Fig. 1: run 1, clock distribution
Drawn at 4 px/um.
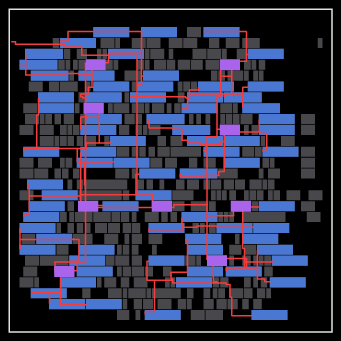
Fig. 2: run 1, cell density map
Drawn at 4 px/um. The die is cut into 8 by 8 equal tiles; dark blue is low, red is high, 0 to 100% covered.
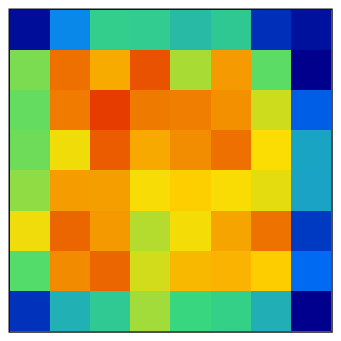
Fig. 3: run 1, nets reached from selected ports
Drawn at 3 px/um.
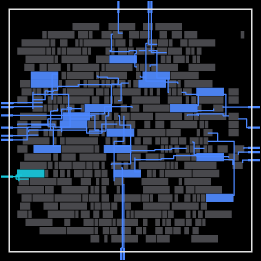
### config.mk
export PLATFORM = sky130hd
export DESIGN_NAME = otp_auth_engine_flat
export DESIGN_NICKNAME = d
export VERILOG_FILES = /design/src/rtl/otp_auth_pkg.sv /design/src/rtl/otp_auth_engine_if.sv /design/src/rtl/otp_prng.sv /design/src/rtl/otp_auth_engine.sv /design/src/flat_wrapper.sv
export SDC_FILE = /design/constraint.sdc
export NUM_CORES = 1
export LEC_CHECK = 0
export ABC_CLOCK_PERIOD_IN_PS = 3100
export CAP_MARGIN = 40
export CORE_MARGIN = 2
export CORE_UTILIZATION = 55
export CTS_BUF_LIST = sky130_fd_sc_hd__clkbuf_8
export DETAILED_ROUTE_END_ITERATION = 12
export PLACE_DENSITY_LB_ADDON = 0.3
export SLEW_MARGIN = 25
export SYNTH_ARGS = -nofsm -noshare
export SYNTH_HDL_FRONTEND = slang
export SYNTH_SLANG_ARGS = --single-unit
### constraint.sdc
create_clock -name clk -period 3.1 [get_ports clk]
set_input_delay 0.62 -clock clk [delete_from_list [all_inputs] [get_ports clk]]
set_output_delay 0.62 -clock clk [all_outputs]
set_load 0.05 [all_outputs]
### src/rtl/otp_auth_pkg.sv
// Shared definitions for the OTP authentication engine: FSM state codes,
// Galois LFSR tap masks and the nibble-to-BCD digit reduction.
package otp_auth_pkg;

    localparam int unsigned STATE_W = 3;
    typedef logic [STATE_W-1:0] state_t;

    localparam state_t ST_IDLE     = 3'd0;
    localparam state_t ST_ISSUE    = 3'd1;
    localparam state_t ST_ENTRY    = 3'd2;
    localparam state_t ST_CHECK    = 3'd3;
    localparam state_t ST_UNLOCKED = 3'd4;
    localparam state_t ST_LOCKOUT  = 3'd5;

    // Right-shifting Galois masks for maximal-length polynomials
    localparam logic [15:0] LFSR_TAPS_16 = 16'hB400;
    localparam logic [23:0] LFSR_TAPS_24 = 24'hE1_0000;
    localparam logic [31:0] LFSR_TAPS_32 = 32'h8020_0003;

    function automatic logic [31:0] lfsr_taps(input int unsigned width);
        logic [31:0] taps;
        case (width)
            24:      taps = 32'(LFSR_TAPS_24);
            32:      taps = LFSR_TAPS_32;
            default: taps = 32'(LFSR_TAPS_16);
        endcase
        return taps;
    endfunction

    // Folds 10..15 onto 0..5 so every nibble yields a decimal digit
    function automatic logic [3:0] nibble_to_bcd(input logic [3:0] nibble);
        return (nibble >= 4'd10) ? nibble - 4'd10 : nibble;
    endfunction

endpackage

### src/rtl/otp_auth_engine_if.sv
// Switch/button inputs and display-facing outputs of the OTP engine.
interface otp_auth_engine_if #(
    parameter int unsigned DIGITS       = 4,
    parameter int unsigned MAX_ATTEMPTS = 3
);
    localparam int unsigned CODE_W = 4 * DIGITS;
    localparam int unsigned ATT_W  = $clog2(MAX_ATTEMPTS + 1);

    logic [3:0]        user_digit;
    logic              otp_latch;
    logic              user_latch;
    logic [CODE_W-1:0] otp_digits;
    logic [CODE_W-1:0] user_digits;
    logic              unlock;
    logic              locked;
    logic              expired;
    logic [ATT_W-1:0]  wrng_atmpt;

    modport master (
        output user_digit, otp_latch, user_latch,
        input  otp_digits, user_digits, unlock, locked, expired, wrng_atmpt
    );

    modport slave (
        input  user_digit, otp_latch, user_latch,
        output otp_digits, user_digits, unlock, locked, expired, wrng_atmpt
    );

endinterface

### src/rtl/otp_prng.sv
// Free-running Galois LFSR; holds SEED (zero-extended) while reset is high.
module otp_prng
    import otp_auth_pkg::*;
#(
    parameter int unsigned WIDTH = 16,
    parameter logic [31:0] SEED  = 32'h0000_ACE1
) (
    input  logic             clk,
    input  logic             reset,
    output logic [WIDTH-1:0] state
);

    localparam logic [WIDTH-1:0] TAPS = WIDTH'(lfsr_taps(WIDTH));

    always_ff @(posedge clk or posedge reset) begin
        if (reset) begin
            state <= WIDTH'(SEED);
        end else if (state[0]) begin
            state <= (state >> 1) ^ TAPS;
        end else begin
            state <= state >> 1;
        end
    end

endmodule

### src/rtl/otp_auth_engine.sv
// OTP authentication engine: issue code from LFSR, collect digits, compare,
// count failures and lock out. Define OTP_AUTH_TIMEOUT_EN for the entry timer.
module otp_auth_engine
    import otp_auth_pkg::*;
#(
    parameter int unsigned DIGITS        = 4,
    parameter int unsigned LFSR_W        = 16,
    parameter logic [31:0] SEED          = 32'h0000_ACE1,
    parameter int unsigned MAX_ATTEMPTS  = 3,
    parameter int unsigned EXPIRE_CYCLES = 1000,
    parameter int unsigned LOCK_CYCLES   = 200
) (
    input logic              clk,
    input logic              reset,
    otp_auth_engine_if.slave bus
);

    localparam int unsigned CODE_W = 4 * DIGITS;
    localparam int unsigned ATT_W  = $clog2(MAX_ATTEMPTS + 1);
    localparam int unsigned CNT_W  = $clog2(DIGITS + 1);
    localparam int unsigned LOCK_W = $clog2(LOCK_CYCLES + 1);

    logic              otp_q, otp_qq, usr_q, usr_qq;
    logic [3:0]        digit_q;
    logic              otp_rise_c, user_rise_c, digit_ok_c, timeout_c;
    logic [LFSR_W-1:0] lfsr;
    logic [CODE_W-1:0] otp_next_c;

    state_t            state, state_nxt;
    logic [CODE_W-1:0] otp_r, otp_nxt, usr_r, usr_nxt;
    logic              unlock_r, unlock_nxt, locked_r, locked_nxt;
    logic [ATT_W-1:0]  wrng_r, wrng_nxt;
    logic [CNT_W-1:0]  dcnt, dcnt_nxt;
    logic [LOCK_W-1:0] lcnt, lcnt_nxt;

    otp_prng #(.WIDTH(LFSR_W), .SEED(SEED)) u_prng (
        .clk   (clk),
        .reset (reset),
        .state (lfsr)
    );

    // Input sampling; the digit is delayed with the latch so it aligns with the rise
    always_ff @(posedge clk or posedge reset) begin
        if (reset) begin
            otp_q   <= 1'b0;
            otp_qq  <= 1'b0;
            usr_q   <= 1'b0;
            usr_qq  <= 1'b0;
            digit_q <= 4'd0;
        end else begin
            otp_q   <= bus.otp_latch;
            otp_qq  <= otp_q;
            usr_q   <= bus.user_latch;
            usr_qq  <= usr_q;
            digit_q <= bus.user_digit;
        end
    end

    assign otp_rise_c  = otp_q & ~otp_qq;
    assign user_rise_c = usr_q & ~usr_qq;
    assign digit_ok_c  = (digit_q <= 4'd9);

    always_comb begin
        otp_next_c = '0;
        for (int unsigned k = 0; k < DIGITS; k++) begin
            otp_next_c[4*k +: 4] = nibble_to_bcd(lfsr[4*k +: 4]);
        end
    end

`ifdef OTP_AUTH_TIMEOUT_EN
    localparam int unsigned EXP_W = $clog2(EXPIRE_CYCLES + 1);

    logic [EXP_W-1:0] tmr, tmr_nxt;
    logic             expired_r, expired_nxt;

    assign timeout_c = (state == ST_ENTRY) && (tmr == EXP_W'(EXPIRE_CYCLES - 1));

    // Entry-window timer counts ENTRY cycles; expired holds until an accepted otp rise
    always_comb begin
        tmr_nxt     = tmr;
        expired_nxt = expired_r;
        if (state == ST_ISSUE) begin
            tmr_nxt = '0;
        end else if (state == ST_ENTRY) begin
            tmr_nxt = tmr + EXP_W'(1);
        end
        if (otp_rise_c && (state != ST_LOCKOUT)) begin
            expired_nxt = 1'b0;
        end else if (timeout_c) begin
            expired_nxt = 1'b1;
        end
    end

    always_ff @(posedge clk or posedge reset) begin
        if (reset) begin
            tmr       <= '0;
            expired_r <= 1'b0;
        end else begin
            tmr       <= tmr_nxt;
            expired_r <= expired_nxt;
        end
    end

    assign bus.expired = expired_r;
`else
    // No timer to size in this build; EXPIRE_CYCLES is accepted and ignored
    logic unused_expire;
    assign unused_expire = ^EXPIRE_CYCLES;
    assign timeout_c     = 1'b0;
    assign bus.expired   = 1'b0;
`endif

    always_ff @(posedge clk or posedge reset) begin
        if (reset) begin
            state    <= ST_IDLE;
            otp_r    <= '0;
            usr_r    <= '0;
            unlock_r <= 1'b0;
            locked_r <= 1'b0;
            wrng_r   <= '0;
            dcnt     <= '0;
            lcnt     <= '0;
        end else begin
            state    <= state_nxt;
            otp_r    <= otp_nxt;
            usr_r    <= usr_nxt;
            unlock_r <= unlock_nxt;
            locked_r <= locked_nxt;
            wrng_r   <= wrng_nxt;
            dcnt     <= dcnt_nxt;
            lcnt     <= lcnt_nxt;
        end
    end

    // Next state and register updates; otp rise outranks timeout, timeout outranks a digit
    always_comb begin
        state_nxt  = state;
        otp_nxt    = otp_r;
        usr_nxt    = usr_r;
        unlock_nxt = unlock_r;
        locked_nxt = locked_r;
        wrng_nxt   = wrng_r;
        dcnt_nxt   = dcnt;
        lcnt_nxt   = lcnt;
        case (state)
            ST_IDLE: begin
                if (otp_rise_c) state_nxt = ST_ISSUE;
            end
            ST_ISSUE: begin
                otp_nxt   = otp_next_c;
                usr_nxt   = '0;
                dcnt_nxt  = '0;
                state_nxt = ST_ENTRY;
            end
            ST_ENTRY: begin
                if (otp_rise_c) begin
                    state_nxt = ST_ISSUE;
                end else if (timeout_c) begin
                    state_nxt = ST_IDLE;
                end else if (user_rise_c && digit_ok_c) begin
                    usr_nxt  = CODE_W'({usr_r, digit_q});
                    dcnt_nxt = dcnt + CNT_W'(1);
                    if (dcnt + CNT_W'(1) == CNT_W'(DIGITS)) state_nxt = ST_CHECK;
                end
            end
            ST_CHECK: begin
                if (usr_r == otp_r) begin
                    unlock_nxt = 1'b1;
                    wrng_nxt   = '0;
                    state_nxt  = ST_UNLOCKED;
                end else begin
                    wrng_nxt = wrng_r + ATT_W'(1);
                    if (wrng_r + ATT_W'(1) == ATT_W'(MAX_ATTEMPTS)) begin
                        locked_nxt = 1'b1;
                        lcnt_nxt   = '0;
                        state_nxt  = ST_LOCKOUT;
                    end else begin
                        state_nxt = ST_IDLE;
                    end
                end
            end
            ST_UNLOCKED: begin
                if (otp_rise_c) begin
                    unlock_nxt = 1'b0;
                    state_nxt  = ST_ISSUE;
                end
            end
            ST_LOCKOUT: begin
                lcnt_nxt = lcnt + LOCK_W'(1);
                if (lcnt == LOCK_W'(LOCK_CYCLES - 1)) begin
                    locked_nxt = 1'b0;
                    wrng_nxt   = '0;
                    state_nxt  = ST_IDLE;
                end
            end
            default: state_nxt = ST_IDLE;
        endcase
    end

    assign bus.otp_digits  = otp_r;
    assign bus.user_digits = usr_r;
    assign bus.unlock      = unlock_r;
    assign bus.locked      = locked_r;
    assign bus.wrng_atmpt  = wrng_r;

endmodule

### src/flat_wrapper.sv
// flat-port wrapper written by rule: the top's interface ports become plain ports
module otp_auth_engine_flat import otp_auth_pkg::*;
#(
    parameter int unsigned DIGITS        = 4,
    parameter int unsigned LFSR_W        = 16,
    parameter logic [31:0] SEED          = 32'h0000_ACE1,
    parameter int unsigned MAX_ATTEMPTS  = 3,
    parameter int unsigned EXPIRE_CYCLES = 1000,
    parameter int unsigned LOCK_CYCLES   = 200
)
  (clk, reset, bus_user_digit, bus_otp_latch, bus_user_latch, bus_otp_digits, bus_user_digits, bus_unlock, bus_locked, bus_expired, bus_wrng_atmpt);
  otp_auth_engine_if #(.DIGITS(DIGITS), .MAX_ATTEMPTS(MAX_ATTEMPTS)) bus_i ();
  input logic clk;
  input logic reset;
  input wire logic [$bits(bus_i.user_digit)-1:0] bus_user_digit;
  input wire logic [$bits(bus_i.otp_latch)-1:0] bus_otp_latch;
  input wire logic [$bits(bus_i.user_latch)-1:0] bus_user_latch;
  output wire logic [$bits(bus_i.otp_digits)-1:0] bus_otp_digits;
  output wire logic [$bits(bus_i.user_digits)-1:0] bus_user_digits;
  output wire logic [$bits(bus_i.unlock)-1:0] bus_unlock;
  output wire logic [$bits(bus_i.locked)-1:0] bus_locked;
  output wire logic [$bits(bus_i.expired)-1:0] bus_expired;
  output wire logic [$bits(bus_i.wrng_atmpt)-1:0] bus_wrng_atmpt;
  assign bus_i.user_digit = bus_user_digit;
  assign bus_i.otp_latch = bus_otp_latch;
  assign bus_i.user_latch = bus_user_latch;
  assign bus_otp_digits = bus_i.otp_digits;
  assign bus_user_digits = bus_i.user_digits;
  assign bus_unlock = bus_i.unlock;
  assign bus_locked = bus_i.locked;
  assign bus_expired = bus_i.expired;
  assign bus_wrng_atmpt = bus_i.wrng_atmpt;
  otp_auth_engine #(.DIGITS(DIGITS), .LFSR_W(LFSR_W), .SEED(SEED), .MAX_ATTEMPTS(MAX_ATTEMPTS), .EXPIRE_CYCLES(EXPIRE_CYCLES), .LOCK_CYCLES(LOCK_CYCLES)) u_core (.clk(clk), .reset(reset), .bus(bus_i));
endmodule
==> flow_metrics.tcl, run 1 <==
# implementation run metrics
set metrics [dict create \
    r2r_start "u_core.bus.user_digits[14]$_DFFE_PP0P_" \
    status "completed" \
    first_pass_iters 4 \
    tightest_slew_ns 0.5995 \
    seq_share 0.4670 \
    hold_buffers 0 \
    busiest_layer "met2" \
    crit_path_start_kind "register" \
    post_cts_resized 0 \
    nClkBuffers 11 \
    grt-ovfl-total 0 \
    flops 74 \
    maxPowerGroup "sequential cells" \
    routed-wl-met3_um 314 \
    hold_viol_final 0 \
    grt_pass1_vias 2256 \
    routedWlPerCell_um 15.02 \
    cts_root_buffer "clkbuf_8" \
    n_antenna_cell 0 \
    ys_cells 307 \
    htree_levels 3 \
    ant_nets 0 \
    cp.arrival_ns 1.63 \
    hold_ws_ns 0.3760 \
    comb_share 0.2976 \
    clock_sinks 74 \
    path_buffers 1 \
    hold_depth 0 \
    grt_pass1_wl_um 10890 \
    logic_gate_count 193 \
    die_x_um 80.33 \
    p_comb_w 0.000692 \
    crit_required_ns 2.48 \
    rrSetupSlack_ns 1.17 \
    crit_slowest_cell "clkdlybuf4s50_1" \
    cp-end-kind "output pin" \
    antenna_found_initial 0 \
    non_clock_buffer_area_share 0.1224 \
    post-cts-setup-buffers 0 \
    hp-start "u_core.usr_q$_DFF_PP0_" \
    place_congestion 0.8327 \
    cp-endpoint "bus_user_digits[0]" \
    rows 27 \
    logic_area_um2 1186 \
    syn_avg_cell_area_um2 10.44 \
    ys_area_um2 3204 \
    layout_setup_ws_ns 0.8470 \
    area.sequential_um2 1862 \
    min_to "u_core.usr_qq$_DFF_PP0_" \
]
Notes on Fig. 1 above:
[flip-flops] blue | count: 74
[clock-net drivers] purple | count: 9
[clock wires] red | length: 829 um
flops lie	spread over the die
Clock Power: 0.000915 W
Clock Skew: 0.01033 ns
clock power share: 0.330

Notes on Fig. 2 above:
emptiest ninth of the die	top right
fullest tile	93%
tiles over 75% full	39%
nearly empty tiles	3.1%
Initial Util: 0.5749
total core area: 5574 um2
Util after Layout: 0.7152

Notes on Fig. 3 above:
port	colour	bits	direction	edge	end cells	buffers	wire
bus_user_digits	blue	16	output	6 left, 5 right, 3 top, 2 bottom	16	16	742 um
bus_user_latch	cyan	1	input	left	1	1	11.4 um
IO Pins: 45
PortBufs: 43

==> run 1: cells by family (layout without fill, tap and decap cells) <==
kind of cell / count (synthesis) / after routing / synth area share
other: 1 / 1 / 0.001170
flip-flops: 74 / 74 / 0.5810
multiplexers: 3 / 3 / 0.01015
adder cells (fa/ha/maj): 8 / 8 / 0.03124
buffers and inverters: 40 / 93 / 0.04881
AND/OR/NAND/NOR: 98 / 98 / 0.1566
XOR/XNOR: 22 / 22 / 0.06013
AND-OR/OR-AND: 61 / 61 / 0.1109
==> run 1: per-stage QoR <==
step                      std cells  total power, W
after floorplan                 307        0.001634
after global placement          415        0.001836
after detailed placement        416        0.001866
after CTS                       432        0.002790
after global routing            432        0.002898
final                           432        0.002774
Fig. 4: run 1, congestion heat map
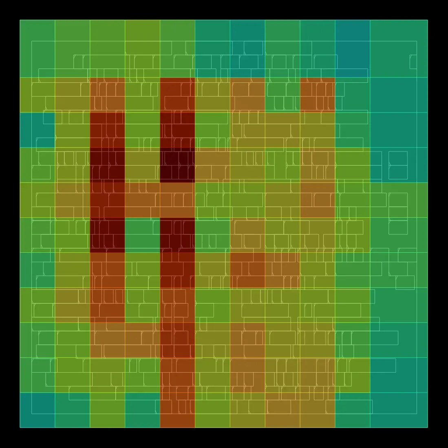

## Run 2: what changed since run 1
--- a/config.mk
+++ b/config.mk
@@ -5,10 +5,10 @@
 export SDC_FILE = /design/constraint.sdc
 export NUM_CORES = 1
 export LEC_CHECK = 0
-export ABC_CLOCK_PERIOD_IN_PS = 3100
+export ABC_CLOCK_PERIOD_IN_PS = 1800
 export CAP_MARGIN = 40
 export CORE_MARGIN = 2
-export CORE_UTILIZATION = 55
+export CORE_UTILIZATION = 51
 export CTS_BUF_LIST = sky130_fd_sc_hd__clkbuf_8
 export DETAILED_ROUTE_END_ITERATION = 12
 export PLACE_DENSITY_LB_ADDON = 0.3
==> constraint.sdc (replaced) <==
create_clock -name clk -period 1.8 [get_ports clk]
set_input_delay 0.36 -clock clk [delete_from_list [all_inputs] [get_ports clk]]
set_output_delay 0.36 -clock clk [all_outputs]
set_load 0.05 [all_outputs]
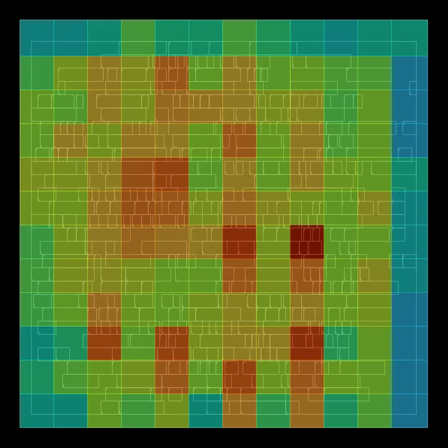
Fig. 5. Congestion heat map (run 2).
wire per inst: 14.51 um
busiest grt layer: met2

==> flow_metrics.tcl, run 2 <==
# implementation run metrics
set metrics [dict create \
    pre_cts_slack_ns 0.1455 \
    adder_share 0.03124 \
    status "completed" \
    place_congestion 0.8337 \
    flops 74 \
    simple_gate_share 0.1566 \
    n_antenna_cell 0 \
    crit_path_start_kind "register" \
    logic_gate_count 193 \
    syn_avg_cell_area_um2 10.44 \
    design.core.area_um2 5991 \
    power_w 0.004644 \
    numPortBuffers 43 \
    path_buffers 1 \
    powerClk_w 0.00147 \
    area.sequential_um2 1873 \
    grt_pass1_vias 2243 \
    maxPowerGroup "sequential cells" \
    logic_area_um2 1186 \
    drv_slew 0 \
    seq_share 0.4777 \
    antenna_found_initial 0 \
    fin_cells 437 \
    rows 28 \
    die_x_um 83.27 \
    dpl.cell_count 421 \
    ys_cells 307 \
    clock_sinks 74 \
    fp_util 0.5349 \
    routed-wl-met3_um 379 \
    crit_required_ns 2.03 \
    ant_nets 0 \
    skew_ns 0.008038 \
    htree_levels 3 \
    io_pins 45 \
    comb_share 0.3025 \
    crit_slowest_cell "dfrtp_2" \
    nClkBuffers 12 \
    first_pass_iters 4 \
    hold_ws_ns 0.3786 \
    cts_root_buffer "clkbuf_8" \
    post-route-util 0.6546 \
    non_clock_buffer_area_share 0.1066 \
]
## run 2: path summary, 6_finish.rpt
check | startpoint | to | slack, ns | depth (start not counted)
worst max-delay path | u_core.bus.user_digits[14]$_DFFE_PP0P_ | u_core.state[0]$_DFFE_PP0P_ | 0.11 | 6
worst min-delay path | u_core.usr_q$_DFF_PP0_ | u_core.usr_qq$_DFF_PP0_ | 0.38 | 0
worst max register to register | u_core.bus.user_digits[14]$_DFFE_PP0P_ | u_core.state[0]$_DFFE_PP0P_ | 0.11 | 6
worst min register to register | u_core.usr_q$_DFF_PP0_ | u_core.usr_qq$_DFF_PP0_ | 0.38 | 0
max in group asynchronous | reset | u_core.u_prng.state[13]$_DFF_PP1_ | 0.98 | 3
min in group asynchronous | reset | u_core.bus.unlock$_DFFE_PP0P_ | 0.45 | 3
Power is estimated from default activity; no workload was simulated.
